Fig. 1: clock wires, drivers and flops
The bar under the picture is 20 um long.
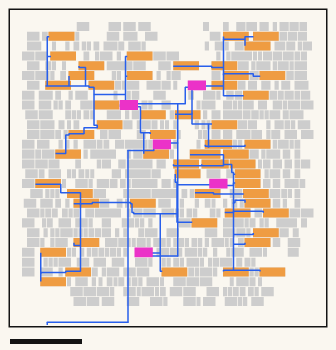
Fig. 2: clock wiring as the flow saved it
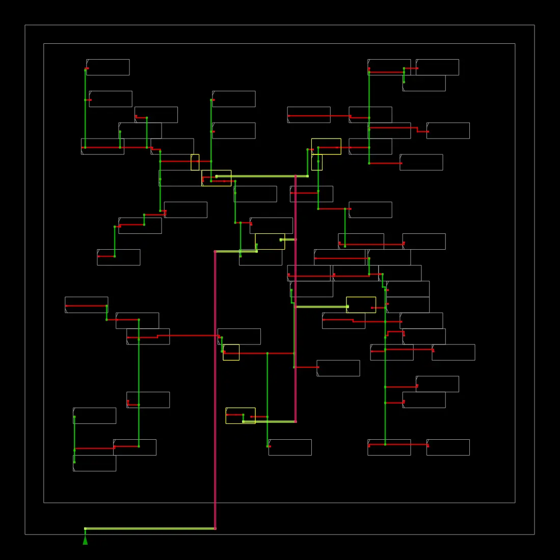
Fig. 3: close-up of the layout
Window x 51 to 81, y 7 to 37 um. Cells in gray, sequential cells in the stronger gray; small squares are vias.
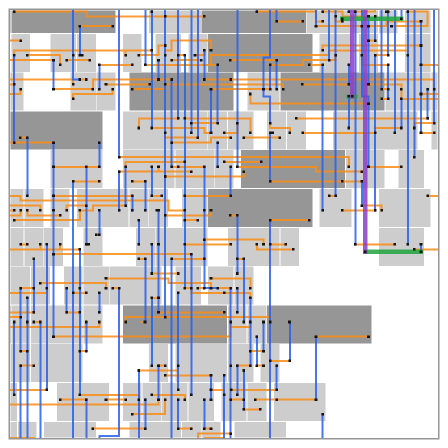
Fig. 4: cell sizes after repair
The bar under the picture is 20 um long.
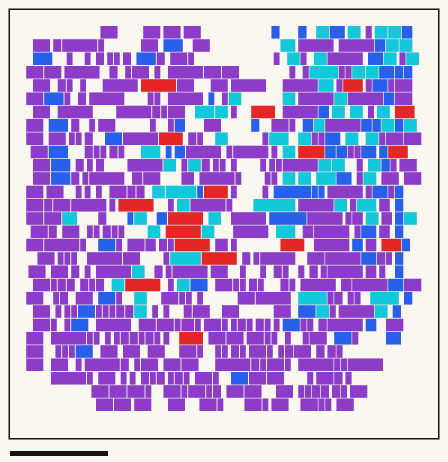
Fig. 5: register map, names as in the netlist
The bar under the picture is 20 um long. Other sequential cells in the stronger gray, the rest of the logic in the fainter gray.
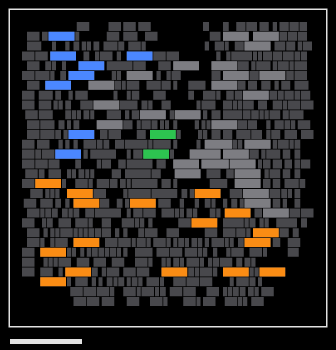
===== config.mk =====
export PLATFORM = sky130hd
export DESIGN_NAME = vmem_arbiter
export DESIGN_NICKNAME = d
export VERILOG_FILES = /design/src/rtl/ppu_pkg.sv /design/src/rtl/vmem_resp_pipe.sv /design/src/rtl/vmem_arbiter.sv
export SDC_FILE = /design/constraint.sdc
export NUM_CORES = 1
export LEC_CHECK = 0
export ABC_AREA = 1
export CAP_MARGIN = 5
export CORE_MARGIN = 3
export CORE_UTILIZATION = 41
export CTS_CLUSTER_DIAMETER = 200
export CTS_CLUSTER_SIZE = 14
export DETAILED_ROUTE_END_ITERATION = 16
export PLACE_DENSITY = 0.81
export SYNTH_ARGS = -nofsm -noshare
export SYNTH_HDL_FRONTEND = slang
export SYNTH_SLANG_ARGS = --single-unit

===== constraint.sdc =====
create_clock -name clk_in -period 1.5 [get_ports clk_in]
set_input_delay 0.15 -clock clk_in [delete_from_list [all_inputs] [get_ports clk_in]]
set_output_delay 0.15 -clock clk_in [all_outputs]
set_load 0.005 [all_outputs]

===== src/rtl/ppu_pkg.sv =====
`default_nettype none
// ============================================================================
// Module      : ppu_pkg
// Description : Shared PPU types, video-memory region bounds and requester ids.
// Revision    : 1.0 - initial release
// ============================================================================
package ppu_pkg;

   typedef enum logic [1:0] {
      HBlank  = 2'd0,
      VBlank  = 2'd1,
      OAMScan = 2'd2,
      Draw    = 2'd3
   } PPUState;

   localparam logic [15:0] VRAM_BASE = 16'h8000;
   localparam logic [15:0] VRAM_END  = 16'h9FFF;
   localparam logic [15:0] OAM_BASE  = 16'hFE00;
   localparam logic [15:0] OAM_END   = 16'hFE9F;

   typedef enum logic [1:0] {
      REQ_PPU = 2'd0,
      REQ_DMA = 2'd1,
      REQ_CPU = 2'd2
   } req_id_t;

   typedef struct packed {
      logic    valid;
      req_id_t id;
      logic    blocked;
   } resp_tag_t;

   function automatic logic in_region(input logic [15:0] addr,
                                      input logic [15:0] base,
                                      input logic [15:0] last);
      return (addr >= base) && (addr <= last);
   endfunction

endpackage
`default_nettype wire


===== src/rtl/vmem_resp_pipe.sv =====
`default_nettype none
// ============================================================================
// Module      : vmem_resp_pipe
// Description : Tag delay line matching memory latency, plus response demux.
// Revision    : 1.0 - initial release
// ============================================================================
module vmem_resp_pipe
   import ppu_pkg::*;
#(
   parameter int DEPTH = 2
) (
   input  logic      clk_in,
   input  logic      rst_in,
   input  resp_tag_t i_tag,
   input  logic [7:0] i_rdata,
   output logic       o_ppu_valid,
   output logic [7:0] o_ppu_data,
   output logic       o_cpu_valid,
   output logic [7:0] o_cpu_data
);

   localparam logic [7:0] c_BLOCKED_DATA = 8'hFF;

   resp_tag_t  r_tag [DEPTH];
   resp_tag_t  w_exit;
   logic [7:0] w_cpu_rdata;
   logic [7:0] r_ppu_hold;
   logic [7:0] r_cpu_hold;

   always_ff @(posedge clk_in) begin
      if (rst_in) begin
         for (int i = 0; i < DEPTH; i++) r_tag[i] <= '0;
      end else begin
         r_tag[0] <= i_tag;
         for (int i = 1; i < DEPTH; i++) r_tag[i] <= r_tag[i-1];
      end
   end

   // Data is passed straight through on the valid clock, since memory read
   // data is only present during that clock; the hold registers keep it after.
   always_comb begin
      w_exit      = r_tag[DEPTH-1];
      o_ppu_valid = w_exit.valid && (w_exit.id == REQ_PPU);
      o_cpu_valid = w_exit.valid && (w_exit.id == REQ_CPU);
      w_cpu_rdata = w_exit.blocked ? c_BLOCKED_DATA : i_rdata;
      o_ppu_data  = o_ppu_valid ? i_rdata : r_ppu_hold;
      o_cpu_data  = o_cpu_valid ? w_cpu_rdata : r_cpu_hold;
   end

   always_ff @(posedge clk_in) begin
      if (rst_in) begin
         r_ppu_hold <= 8'h00;
         r_cpu_hold <= 8'h00;
      end else begin
         if (o_ppu_valid) r_ppu_hold <= i_rdata;
         if (o_cpu_valid) r_cpu_hold <= w_cpu_rdata;
      end
   end

endmodule
`default_nettype wire


===== src/rtl/vmem_arbiter.sv =====
`default_nettype none
// ============================================================================
// Module      : vmem_arbiter
// Description : Fixed-priority PPU/DMA/CPU arbiter for the video-memory port.
// Revision    : 1.0 - initial release
// ============================================================================
module vmem_arbiter
   import ppu_pkg::*;
#(
   parameter int MEM_LATENCY = 2
) (
   input  logic        clk_in,
   input  logic        rst_in,
   input  logic [1:0]  mode_in,
   input  logic        lcd_en_in,
   input  logic        dma_active_in,
   input  logic        ppu_req_in,
   input  logic [15:0] ppu_addr_in,
   output logic        ppu_gnt_out,
   output logic        ppu_valid_out,
   output logic [7:0]  ppu_data_out,
   input  logic        dma_req_in,
   input  logic [15:0] dma_addr_in,
   input  logic [7:0]  dma_wdata_in,
   output logic        dma_gnt_out,
   input  logic        cpu_req_in,
   input  logic        cpu_we_in,
   input  logic [15:0] cpu_addr_in,
   input  logic [7:0]  cpu_wdata_in,
   output logic        cpu_gnt_out,
   output logic        cpu_valid_out,
   output logic [7:0]  cpu_data_out,
   output logic        mem_en_out,
   output logic        mem_we_out,
   output logic [15:0] mem_addr_out,
   output logic [7:0]  mem_wdata_out,
   input  logic [7:0]  mem_rdata_in
);

   logic      w_ppu_req, w_dma_req, w_cpu_req;
   logic      w_cpu_in_vram, w_cpu_in_oam;
   logic      w_oam_locked, w_vram_locked, w_cpu_blocked;
   PPUState   w_mode;

   logic        r_ppu_gnt, r_dma_gnt, r_cpu_gnt;
   logic        r_mem_en, r_mem_we;
   logic [15:0] r_mem_addr;
   logic [7:0]  r_mem_wdata;
   resp_tag_t   r_push;

   // A registered requester still holds req during its grant clock; masking
   // it there prevents a second grant for the same transfer.
   assign w_ppu_req = ppu_req_in & ~r_ppu_gnt;
   assign w_dma_req = dma_req_in & ~r_dma_gnt;
   assign w_cpu_req = cpu_req_in & ~r_cpu_gnt;

   always_comb begin
      w_mode        = PPUState'(mode_in);
      w_cpu_in_vram = in_region(cpu_addr_in, VRAM_BASE, VRAM_END);
      w_cpu_in_oam  = in_region(cpu_addr_in, OAM_BASE, OAM_END);
      w_oam_locked  = (w_mode == OAMScan) || (w_mode == Draw) || dma_active_in;
      w_vram_locked = (w_mode == Draw);
      w_cpu_blocked = !(w_cpu_in_vram || w_cpu_in_oam) ||
                      (lcd_en_in && ((w_cpu_in_oam  && w_oam_locked) ||
                                     (w_cpu_in_vram && w_vram_locked)));
   end

   always_ff @(posedge clk_in) begin
      if (rst_in) begin
         r_ppu_gnt   <= 1'b0;
         r_dma_gnt   <= 1'b0;
         r_cpu_gnt   <= 1'b0;
         r_mem_en    <= 1'b0;
         r_mem_we    <= 1'b0;
         r_mem_addr  <= 16'h0000;
         r_mem_wdata <= 8'h00;
         r_push      <= '0;
      end else begin
         r_ppu_gnt <= 1'b0;
         r_dma_gnt <= 1'b0;
         r_cpu_gnt <= 1'b0;
         r_mem_en  <= 1'b0;
         r_mem_we  <= 1'b0;
         r_push    <= '0;
         if (w_ppu_req) begin
            r_ppu_gnt  <= 1'b1;
            r_mem_en   <= 1'b1;
            r_mem_addr <= ppu_addr_in;
            r_push     <= '{valid: 1'b1, id: REQ_PPU, blocked: 1'b0};
         end else if (w_dma_req) begin
            r_dma_gnt   <= 1'b1;
            r_mem_en    <= 1'b1;
            r_mem_we    <= 1'b1;
            r_mem_addr  <= dma_addr_in;
            r_mem_wdata <= dma_wdata_in;
            r_push      <= '{valid: 1'b1, id: REQ_DMA, blocked: 1'b0};
         end else if (w_cpu_req) begin
            r_cpu_gnt <= 1'b1;
            r_push    <= '{valid: 1'b1, id: REQ_CPU, blocked: w_cpu_blocked};
            // A blocked access leaves the memory port completely idle
            if (!w_cpu_blocked) begin
               r_mem_en    <= 1'b1;
               r_mem_we    <= cpu_we_in;
               r_mem_addr  <= cpu_addr_in;
               r_mem_wdata <= cpu_wdata_in;
            end
         end
      end
   end

   assign ppu_gnt_out   = r_ppu_gnt;
   assign dma_gnt_out   = r_dma_gnt;
   assign cpu_gnt_out   = r_cpu_gnt;
   assign mem_en_out    = r_mem_en;
   assign mem_we_out    = r_mem_we;
   assign mem_addr_out  = r_mem_addr;
   assign mem_wdata_out = r_mem_wdata;

   vmem_resp_pipe #(
      .DEPTH (MEM_LATENCY)
   ) u_resp_pipe (
      .clk_in      (clk_in),
      .rst_in      (rst_in),
      .i_tag       (r_push),
      .i_rdata     (mem_rdata_in),
      .o_ppu_valid (ppu_valid_out),
      .o_ppu_data  (ppu_data_out),
      .o_cpu_valid (cpu_valid_out),
      .o_cpu_data  (cpu_data_out)
   );

endmodule
`default_nettype wire


==> Slide: Implementation Results <==
Key Metrics from the Run

Global route
  • GR met3 Demand/Resource: 4.73%
  • Global-route wire length before repair: 13400 um

Critical path
  • Minimum setup slack among reg-to-reg paths: -0.05 ns
  • Data required time at the worst endpoint: 1.35 ns
  • Worst setup SP type: register

Timing
  • Worst Slack Setup Final: -0.175 ns
  • Count of final setup violators: 18
  • Hold slack: 0.402 ns
  • RSZ-0062 raised after global routing: yes
  • Maximum frequency from static timing analysis: 597 MHz
  • Final max-slew violation count: 0

Synthesis
  • Area of the mapped netlist: 2720 um2
  • Area reported by Yosys stat: 2720 um2
  • Fraction of the mapped netlist area in simple logic gates: 35.2%
  • Top FF cell, synth: sky130_fd_sc_hd__dfxtp_1
  • Area fraction in full adders, half adders and majority gates: 0%
  • Top-area cell type share of the netlist area: 40.4%
  • Seq/Total Area, Yosys: 40.4%
  • Count of synthesis-stage warnings from yosys: 0
  • Distinct cell type count of the synthesized netlist: 26

Final layout
  • Number of flip-flops under the largest register name: 16
  • Proportion of cell area spent on the clock network: 1.81%
  • Number of clock buffers in the layout: 6
  • Fraction of area in multi-input gates: 30.8%
  • Largest area class, layout: non-clock buffers
  • Final-layout non-clock buffer area share: 37.2%
  • Filler Cell Count: 485
  • Count of inverters other than clock inverters in the layout: 54
  • Commonest cells after routing, fill and taps aside: 110 x sky130_fd_sc_hd__clkdlybuf4s50_1, 77 x sky130_fd_sc_hd__nand2_1, 54 x sky130_fd_sc_hd__nor2_1

Floorplan
  • Die area: 7660 um2
  • Row cnt: 29
  • Number of well taps: 77

Outcome
  • Outcome: finished, violations left
  • Failing checks: setup timing

Power
  • Part of the power in the clock network: 23.1%
  • NetSw: 951 uW
  • Power Dens Cells: 738 nW/um2
  • Sequential Power Share: 46.2%

Clock tree
  • Number of sinks driven by the clock tree: 55

Detailed routing
  • Iter 0 DRT Violations: 92

Placement
  • Number of cells in the design after placement: 606

Min path
  • Worst min-delay path startpoint: u_resp_pipe.r_tag[0][2]
Back to the opening pictures, Fig. 1:
[clock drivers] magenta | count: 5
[flip-flops] orange | count: 55
[clock wires] blue | length: 630 um
routed clock nets: 6

Back to the opening pictures, Fig. 2:
number of buffers created by CTS: 5
power drawn by the clock network: 801 uW

Back to the opening pictures, Fig. 3:
| layer | color |
|---|---|
| metal 2 | blue |
| metal 3 | green |
| metal 1 | orange |
| metal 4 | purple |
sequential cells in the window: 10
most frequent: nand2_1 (19), clkdlybuf4s50_1 (10), dfxtp_1 (10)
cells with their middle in the window: 83
netlist names of flops here include: mem_addr_out (7), u_resp_pipe.r_cpu_hold (3)

Back to the opening pictures, Fig. 4:
| size | color | cells | share |
|---|---|---|---|
| _2 cells | blue | 70 | 12% |
| _3 and _4 cells | cyan | 66 | 12% |
| _0 and _1 cells | purple | 414 | 73% |
| _6 and larger | red | 17 | 3.0% |
layout buffer count excluding clock buffers: 187
post-route design area: 4690 um2
area delta synth->final: 72.2%
Worst Slack Setup Final: -0.175 ns

Back to the opening pictures, Fig. 5:
| name in the netlist | color | sequential cells |
|---|---|---|
| mem_wdata_out | blue | 8 |
| mem_addr_out | orange | 16 |
| r_push | green | 2 |
not colored: 29
share of the final layout cell area in sequential cells: 23.6%
Flop+latch power: 1.60 mW
end-of-flow core utilization: 73.5%
area occupied by registers: 1110 um2

Power figures rest on the tool's default switching activity, not on a simulated workload.
